<file path="config.mk">
export PLATFORM = sky130hd
export DESIGN_NAME = serial_parity_rx
export DESIGN_NICKNAME = d
export VERILOG_FILES = /design/src/rtl/serial_parity_rx_pkg.sv /design/src/rtl/serial_parity_acc.sv /design/src/rtl/serial_parity_rx.sv
export SDC_FILE = /design/constraint.sdc
export NUM_CORES = 1
export LEC_CHECK = 0
export ABC_AREA = 1
export CORE_MARGIN = 4
export CORE_UTILIZATION = 54
export CTS_BUF_LIST = sky130_fd_sc_hd__clkbuf_4
export DETAILED_ROUTE_END_ITERATION = 8
export PLACE_DENSITY_LB_ADDON = 0.08
export SYNTH_ARGS = -nofsm -noshare
export SYNTH_HDL_FRONTEND = slang
export SYNTH_SLANG_ARGS = --single-unit
</file>
<file path="constraint.sdc">
create_clock -name clk -period 1.3 [get_ports clk]
set_input_delay 0.195 -clock clk [delete_from_list [all_inputs] [get_ports clk]]
set_output_delay 0.195 -clock clk [all_outputs]
set_load 0.05 [all_outputs]
</file>
<file path="src/rtl/serial_parity_rx_pkg.sv">
// serial_parity_rx_pkg: shared FSM state encoding and parity-mode constants
package serial_parity_rx_pkg;
  typedef enum logic [1:0] {
    IDLE  = 2'd0,
    SHIFT = 2'd1,
    PAR   = 2'd2,
    HOLD  = 2'd3
  } state_t;
  localparam logic EVEN = 1'b0;
  localparam logic ODD  = 1'b1;
endpackage

</file>
<file path="src/rtl/serial_parity_acc.sv">
// serial_parity_acc: LSB-first shift register, running XOR and bit counter
module serial_parity_acc #(
  parameter int DATA_W = 4,
  parameter int CW     = $clog2(DATA_W + 1)
) (
  input  logic              clk,
  input  logic              rst_n,
  input  logic              i_clr,
  input  logic              i_shift,
  input  logic              i_bit,
  output logic [DATA_W-1:0] o_shreg,
  output logic              o_acc,
  output logic [CW-1:0]     o_bit_cnt
);
  logic [DATA_W-1:0] r_shreg;
  logic              r_acc;
  logic [CW-1:0]     r_bit_cnt;

  always_ff @(posedge clk or negedge rst_n) begin
    if (!rst_n) begin
      r_shreg   <= '0;
      r_acc     <= 1'b0;
      r_bit_cnt <= '0;
    end else if (i_clr) begin
      r_shreg   <= '0;
      r_acc     <= 1'b0;
      r_bit_cnt <= '0;
    end else if (i_shift) begin
      r_shreg   <= {i_bit, r_shreg[DATA_W-1:1]};
      r_acc     <= r_acc ^ i_bit;
      r_bit_cnt <= r_bit_cnt + 1'b1;
    end
  end

  assign o_shreg   = r_shreg;
  assign o_acc     = r_acc;
  assign o_bit_cnt = r_bit_cnt;
endmodule

</file>
<file path="src/rtl/serial_parity_rx.sv">
// serial_parity_rx: start/data/parity deserialiser with valid/ready output,
// saturating parity-error counter and sticky overrun flag
module serial_parity_rx #(
  parameter int DATA_W = 4,
  parameter int CNT_W  = 8,
  parameter bit ODD    = 1'b0
) (
  input  logic              clk,
  input  logic              rst_n,
  input  logic              i_bit_in,
  input  logic              i_bit_valid,
  input  logic              i_out_ready,
  input  logic              i_err_clr,
  output logic [DATA_W-1:0] o_data_out,
  output logic              o_par_calc,
  output logic              o_par_err,
  output logic              o_out_valid,
  output logic              o_overrun,
  output logic [CNT_W-1:0]  o_err_cnt
);
  import serial_parity_rx_pkg::*;

  localparam int            CW   = $clog2(DATA_W + 1);
  localparam logic [CW-1:0] LAST = CW'(DATA_W - 1);
  localparam logic          MODE = ODD ? serial_parity_rx_pkg::ODD : EVEN;

  state_t            r_state, w_next;
  logic              w_clr, w_shift, w_cap, w_hs, w_perr, w_acc;
  logic [DATA_W-1:0] w_shreg;
  logic [CW-1:0]     w_bit_cnt;
  logic [DATA_W-1:0] r_data_out;
  logic              r_par_calc, r_par_err, r_out_valid, r_overrun;
  logic [CNT_W-1:0]  r_err_cnt;

  serial_parity_acc #(.DATA_W(DATA_W), .CW(CW)) u_acc (
    .clk       (clk),
    .rst_n     (rst_n),
    .i_clr     (w_clr),
    .i_shift   (w_shift),
    .i_bit     (i_bit_in),
    .o_shreg   (w_shreg),
    .o_acc     (w_acc),
    .o_bit_cnt (w_bit_cnt)
  );

  assign w_hs   = r_out_valid && i_out_ready;
  assign w_perr = w_acc ^ i_bit_in ^ MODE;

  always_comb begin
    w_next  = r_state;
    w_clr   = 1'b0;
    w_shift = 1'b0;
    w_cap   = 1'b0;
    case (r_state)
      IDLE: begin
        w_clr  = i_bit_valid && !i_bit_in;
        w_next = w_clr ? SHIFT : IDLE;
      end
      SHIFT: begin
        w_shift = i_bit_valid;
        w_next  = (w_shift && w_bit_cnt == LAST) ? PAR : SHIFT;
      end
      PAR: begin
        w_cap  = i_bit_valid;
        w_next = w_cap ? HOLD : PAR;
      end
      HOLD:    w_next = w_hs ? IDLE : HOLD;
      default: w_next = IDLE;
    endcase
  end

  always_ff @(posedge clk or negedge rst_n) begin
    if (!rst_n) r_state <= IDLE;
    else        r_state <= w_next;
  end

  // out_valid rises one edge after capture, so HOLD is entered with it still low
  always_ff @(posedge clk or negedge rst_n) begin
    if (!rst_n) begin
      r_data_out  <= '0;
      r_par_calc  <= 1'b0;
      r_par_err   <= 1'b0;
      r_out_valid <= 1'b0;
      r_overrun   <= 1'b0;
      r_err_cnt   <= '0;
    end else begin
      if (w_cap) begin
        r_data_out <= w_shreg;
        r_par_calc <= w_acc;
        r_par_err  <= w_perr;
      end
      r_out_valid <= (r_state == HOLD) && !w_hs;
      r_overrun   <= i_err_clr ? 1'b0 : (r_overrun || (r_state == HOLD && i_bit_valid));
      r_err_cnt   <= i_err_clr ? '0 :
                     (w_cap && w_perr && r_err_cnt != '1) ? r_err_cnt + 1'b1 : r_err_cnt;
    end
  end

  assign o_data_out  = r_data_out;
  assign o_par_calc  = r_par_calc;
  assign o_par_err   = r_par_err;
  assign o_out_valid = r_out_valid;
  assign o_overrun   = r_overrun;
  assign o_err_cnt   = r_err_cnt;
endmodule

</file>
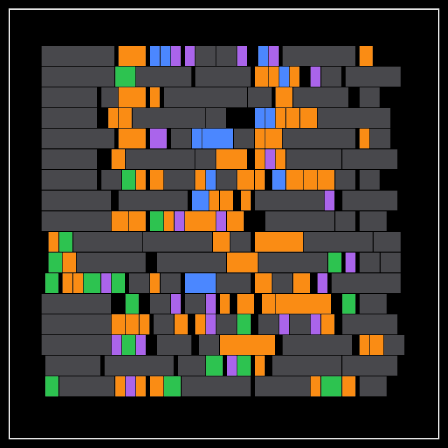
Figure 1: run 1, gate families picked out.
- purple: inv cells (cells 22)
- orange: nand cells (cells 66)
- blue: nor cells (cells 12)
- green: aoi and oai cells (cells 18)

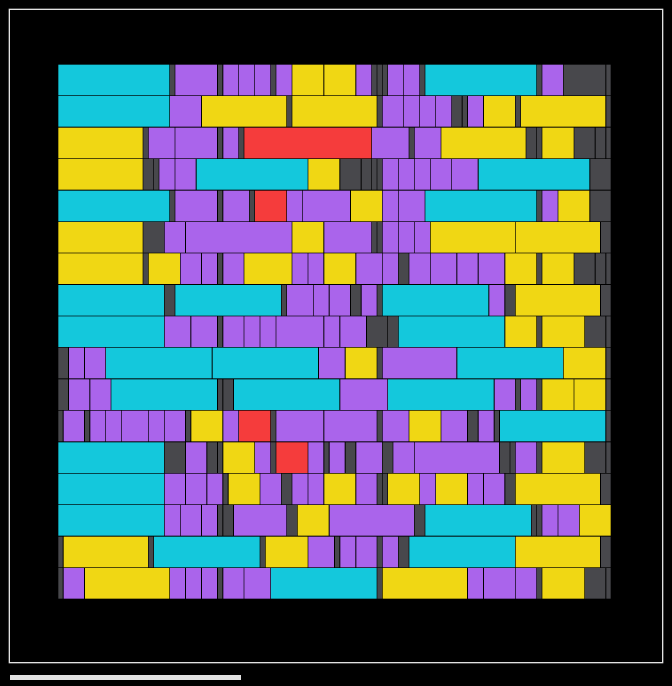
Figure 2: run 1, cells coloured by class.
The bar under the picture is 20 um long. Fill, decap, tap and diode cells in grey.
- red: clock drivers and dummy loads (cells 4; share of their area 2.6%)
- cyan: registers (cells 26; share of their area 33%)
- yellow: remaining buffers and delay cells (cells 47; share of their area 29%)
- purple: remaining logic cells (cells 123; share of their area 35%)
# rows: 17
Core ar.: 0.00221 mm2
Seq/total area: 0.327

==> CHANGELOG.md, run 1 <==
### Changed

- IO Count: 22
- First-pass GRT wire length: ~6 mm
- Hold crit path type: in2async
- Crit path DRT: around 1500 ps
- Synth Instances: 150
- Syn Area/Cell: about 8.4 um2
- Max_cap viols: 0
- Pwr dens: 1770 mW/mm2
- Hold Buf Count CTS: 0
- Post-CTS sizing: 0
- Final setup vio count: 6
- Vias per inst: 5.84
- Critical Path End Type: register
- Post-synthesis cell area: 0.00126 mm2
- Crit path DAT: 1570 ps
- Root buf cell: clkbuf_4
- Die X-Extent: between 50 and 60 um
- Failing checks: setup timing
- Run status: complete, but fails checks
- Routed wire length: 4.29 mm
- Ys flops: 26
- Maximum root-to-sink buffer count: 2
- Filler Cell Count: 86
- Layout cells sized above 1: 0.400
- OpenROAD warnings: 29
- Grt ovf: 0
- Worst setup margin: -33.2 ps
- Int Pwr: ~2.1 mW
- RSZ-0062 raised after global routing: true
- Placed insts: about 220
- CP peak stage delay: 450 ps
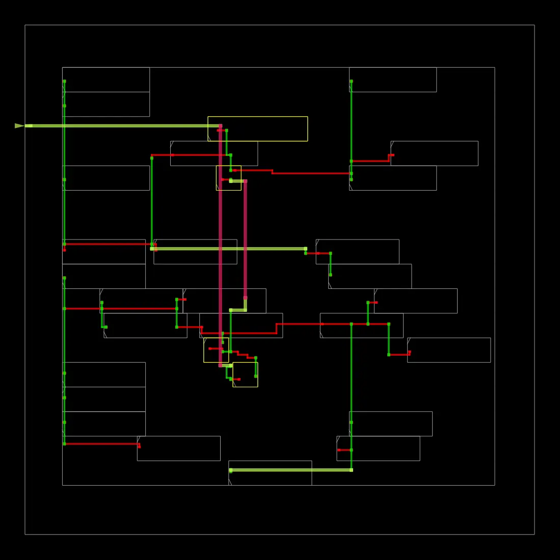
Figure 3: run 1, clock wiring as the flow saved it.
Clock Sink Count: 26
CTS Buf Count: 3
Clock group: 0.565 mW
clk_lat worst skew: 330 ps

==> run 1: cell families after synthesis <==
family | count (synthesis)
AND-OR/OR-AND | 18
XOR/XNOR | 1
buffers and inverters | 24
flip-flops | 26
AND/OR/NAND/NOR | 78
adder cells (fa/ha/maj) | 3
==> run 1: stage by stage <==
stage	utilization	total power, mW	hold WS [ps]
floorplan	-	2.04	-101
global placement	0.834	2.80	489
detailed placement	0.834	2.88	496
CTS	0.864	3.44	229
global route	0.912	3.77	237
finish	0.912	3.58	218
==> run 1: per-layer routing <==
metal  track usage  vias to the layer above  wire length, um
met4         0.102                        0              121
met1         0.302                      653             1610
met5             0                        -                0
met2         0.401                       79             2210
met3        0.0575                       18              349
li1              -                      581                -
==> run 1: flip-flops by register name (all words and copies together) (netlist names) <==
| signal | cells |
|---|---|
| o_par_calc | 1 |
| o_err_cnt | 8 |
| o_par_err | 1 |
| u_acc.o_shreg | 4 |
| o_overrun | 1 |
| o_data_out | 4 |
| u_acc.o_acc | 1 |
| o_out_valid | 1 |
| r_state | 2 |
| u_acc.o_bit_cnt | 3 |
==> run 1: worst reg2reg max path: cells and delay by family (launching register included) <==
kind,cells,cell delay (ps)
DFF,1,450
adders and majority gates,1,170
and+or+nand+nor,7,620
==> run 1: cell type report <==
type                       count  area (um2)  area share
clock buffer                   3        22.5      0.0112
clock inverter                 1        30.0      0.0149
inverter                      22        85.1      0.0422
multi-input combinational    101         617       0.306
sequential                    26         659       0.327
tap                           28        35.0      0.0174
timing repair buffer          47         569       0.282
==> run 1: power by group through the flow <==
stage	registers, mW	logic (mW)	clock network, mW
2_1_floorplan	1.54	0.499	0
4_1_cts	1.25	1.62	0.563
3_3_place_gp	1.24	1.55	0
3_5_place_dp	1.27	1.61	0
5_1_grt	1.29	1.88	0.596
6_report	1.26	1.76	0.565
==> run 1: final timing paths <==
kind,slack (ps),from,end
worst max-delay path,-30,o_err_cnt[1]$_DFFE_PN0P_,o_err_cnt[4]$_DFFE_PN0P_
worst min-delay path,220,rst_n,r_state[1]$_DFF_PN0_
worst max register to register,-30,o_err_cnt[1]$_DFFE_PN0P_,o_err_cnt[4]$_DFFE_PN0P_
worst min register to register,530,u_acc.o_bit_cnt[1]$_DFFE_PN0P_,u_acc.o_bit_cnt[1]$_DFFE_PN0P_
max in group asynchronous,820,rst_n,o_err_cnt[0]$_DFFE_PN0P_
min in group clk,490,i_bit_in,u_acc.o_shreg[3]$_DFFE_PN0P_
==> run 1: synthesized netlist by cell type <==
library cell,count,area [um2]
nand2_1,36,135
dfrtp_1,26,651
nand3_1,20,100
inv_1,19,71.3
nor2_1,9,33.8
o21ai_0,7,35.0
nand2_2,4,25.0
o21ai_1,4,20.0
ha_1,3,37.5
o22ai_1,3,18.8
a21oi_1,2,10.0
buf_2,2,10.0
inv_2,2,7.51
nand2_4,2,22.5
nand4_1,2,12.5
clkinv_1,1,3.75
nand3_4,1,17.5
nor2_2,1,6.26
nor2_4,1,11.3
nor3_1,1,5.00
o21bai_1,1,7.51
o31ai_1,1,7.51
or2_2,1,6.26
xor2_1,1,8.76
Figure 4. Sequential cells coloured by netlist name (run 1).
Other sequential cells in the stronger grey, the rest of the logic in the fainter grey.
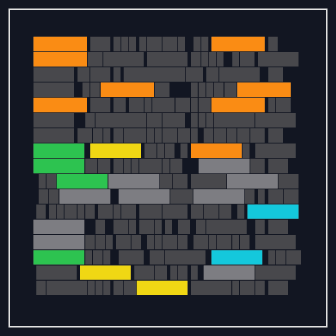

==> run 1 -> run 2 <==
--- a/config.mk
+++ b/config.mk
@@ -7,10 +7,11 @@
 export LEC_CHECK = 0
 export ABC_AREA = 1
 export CORE_MARGIN = 4
-export CORE_UTILIZATION = 54
-export CTS_BUF_LIST = sky130_fd_sc_hd__clkbuf_4
+export CORE_UTILIZATION = 51
+export CTS_BUF_LIST = sky130_fd_sc_hd__clkbuf_4 sky130_fd_sc_hd__clkbuf_8 sky130_fd_sc_hd__clkbuf_16
 export DETAILED_ROUTE_END_ITERATION = 8
 export PLACE_DENSITY_LB_ADDON = 0.08
+export SLEW_MARGIN = 20
 export SYNTH_ARGS = -nofsm -noshare
 export SYNTH_HDL_FRONTEND = slang
 export SYNTH_SLANG_ARGS = --single-unit
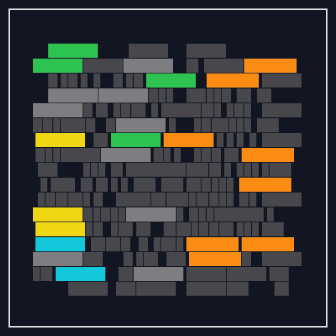
Figure 5: run 2, sequential cells coloured by netlist name.
Other sequential cells in the stronger grey, the rest of the logic in the fainter grey.
- orange: `o_err_cnt` (placed flops 8)
- green: `o_data_out` (placed flops 4)
- yellow: `u_acc.o_bit_cnt` (placed flops 3)
- cyan: `r_state` (placed flops 2)
- not coloured: 9
final core occ: 0.828
Seq. pwr: 1.25 mW

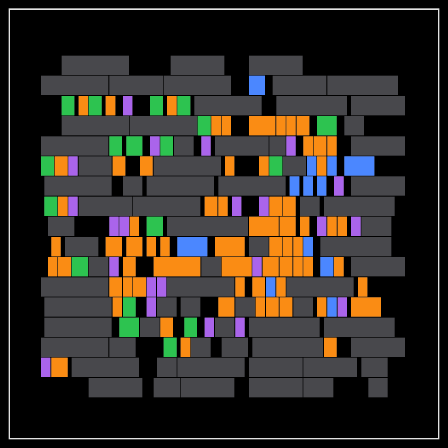
Figure 6: run 2, gate families picked out.
- blue: nor cells (cells 12)
- green: aoi and oai cells (cells 18)
- orange: nand cells (cells 66)
- purple: inv cells (cells 22)

==> run 2 against run 1 <==
The flow now finishes without violations; routed wire length is 35% lower; worst hold slack better by 1.5 ps; global-route usage is 5.7 points lower; non-clock buffer count is 11 lower; power is 7.2% lower; flip-flop count stayed put; die size is 5.0% higher; fmax is 5.5% higher; highest routed layer unchanged; critical path depth is 6 lower; critical endpoint is now o_err_cnt[1].
==> CHANGELOG.md, run 2 <==
### Changed

- Final setup vio count: 0 (-6)
- Layout cells sized above 1: 0.312 (-0.0878)
- # nets final: roughly 200
- Met1 usage: 0.214 (-0.0880)
- Largest register FFs: 8 (unchanged)
- Synth Instances: 150 (unchanged)
- Run status: finished, final reports clean
- # rows: 17 (unchanged)
- Core ar.: 0.00228 mm2 (+2.9%)
- Clk_lat worst skew: 330 ps (about the same)
- Die X-Extent: 57.8 um (+2.5%)
- Hold crit path type: in2async
- Top cells, area: dfrtp_1, nand2_1, nand3_1
- IO Count: 22 (unchanged)
- Gr busiest metal: met2
- Worst r2r dst: o_err_cnt[7]$_DFFE_PN0P_
- First-pass GRT wire length: 4.80 mm (-20%)
- Total Power: 3.32 mW (-7.2%)
- Syn Area/Cell: 8.42 um2 (unchanged)
- FF-to-FF Start: o_err_cnt[1]$_DFFE_PN0P_
- Most frequent cell after synthesis: nand2_1
- Worst setup path startpoint: o_err_cnt[1]$_DFFE_PN0P_
- Reg-to-reg slack, setup: 60 ps (+90 ps)
- Routed wire length: 2.77 mm (-35%)
- Crit path DRT: 1110 ps (-420 ps)
- Commonest Layout Cell: nand2_1
- Critical Path End Type: output pin
- CTS Buf Count: 3 (unchanged)
- Pwr dens: 1760 mW/mm2 (-0.61%)
- Clock Sink Count: 26 (unchanged)
- WL/cell: 12.8 um
- OpenROAD warnings: 28 (-3.4%)
- Met3 Use GR: 0.0312 (-0.0263)
- FFs w/ async S/R, synth: 1.00 (unchanged)
- Largest area contributor in the netlist: dfrtp_1
- Post-synth top flop: dfrtp_1
- Crit path DAT: 1070 ps (-500 ps)
- Most frequent cells after synthesis: nand2_1, dfrtp_1, nand3_1, inv_1, nor2_1
- GR Util met2: 0.329 (-0.0716)
- Root buf cell: clkbuf_4
- Post-synth EDFFs: 0 (unchanged)
- Maximum root-to-sink buffer count: 2 (unchanged)
- Last weighted congestion value of the routability-driven placer: 0.861
- Yosys top cell area share: 0.515 (unchanged)
- Post-synthesis cell area: 0.00126 mm2 (unchanged)
- Grt ovf: 0 (unchanged)
- RSZ-0062 raised after global routing: true
## run 2: critical path: stages (launching register included)
cell     delay, ps
dfrtp_2        460
buf_4          150
buf_12         140
## run 2: cell families after synthesis
group	count (synthesis)	synth area share
xor+xnor	1	0.00693
flops	26	0.515
buf+inv	24	0.0733
compound gates	18	0.0782
fa+ha+maj	3	0.0297
simple gates	78	0.297
## run 2: metal layers
metal / routed length (um) / vias to the layer above
li1: - / 568
met1: 1120 / 532
met2: 1500 / 24
met3: 86 / 10
met4: 71 / 0
met5: 0 / -
## run 2: worst max-delay path by stage
| stage | end | slack, ps | depth (start not counted) |
|---|---|---|---|
| finish | o_err_cnt[1] | 40 | 2 |
| global route | o_err_cnt[1]$_DFFE_PN0P_ | -20 | 8 |
| CTS | o_err_cnt[7]$_DFFE_PN0P_ | 10 | 9 |
| detailed placement | o_err_cnt[7]$_DFFE_PN0P_ | -190 | 8 |
| global placement | o_err_cnt[7]$_DFFE_PN0P_ | -160 | 8 |
| floorplan | o_err_cnt[0]$_DFFE_PN0P_ | -50 | 8 |
## run 2: metrics by stage
step / area [um2] / cells / hold slack (ps) / setup slack, ps / setup TNS, ps
after floorplan: 1300 / 150 / -101 / -50.7 / -356
after global placement: 1800 / 211 / 487 / -158 / -2080
after detailed placement: 1800 / 211 / 493 / -192 / -2610
after CTS: 1850 / 215 / 222 / 13.1 / 0
after global routing: 1880 / 217 / 239 / -19.6 / -31.3
final: 1880 / 217 / 220 / 35.8 / 0
## run 2: final cells by class
class	instances	area [um2]
Tap cell	28	35.0
Inverter	22	82.6
Clock buffer	3	22.5
Sequential cell	26	659
Timing Repair Buffer	36	490
Clock inverter	1	30.0
Multi-Input combinational cell	101	564
Fill cell	142	392
## run 2: power by group
part	internal (mW)	leakage [nW]	switching [mW]	total, mW
clock	0.312	0.0279	0.239	0.551
sequential	1.05	0.333	0.203	1.25
combinational	0.682	0.576	0.834	1.52
total	2.05	0.937	1.28	3.32
## run 2: what timing repair did
| action | 4_1_cts | 5_1_grt |
|---|---|---|
| hold endpoints to repair | 0 | 0 |
| setup buffers | 0 | 1 |
| setup endpoints to repair | 0 | 10 |
| gates resized | 0 | 5 |
| hold buffers | 0 | 0 |
Power and IR drop assume default switching activity.
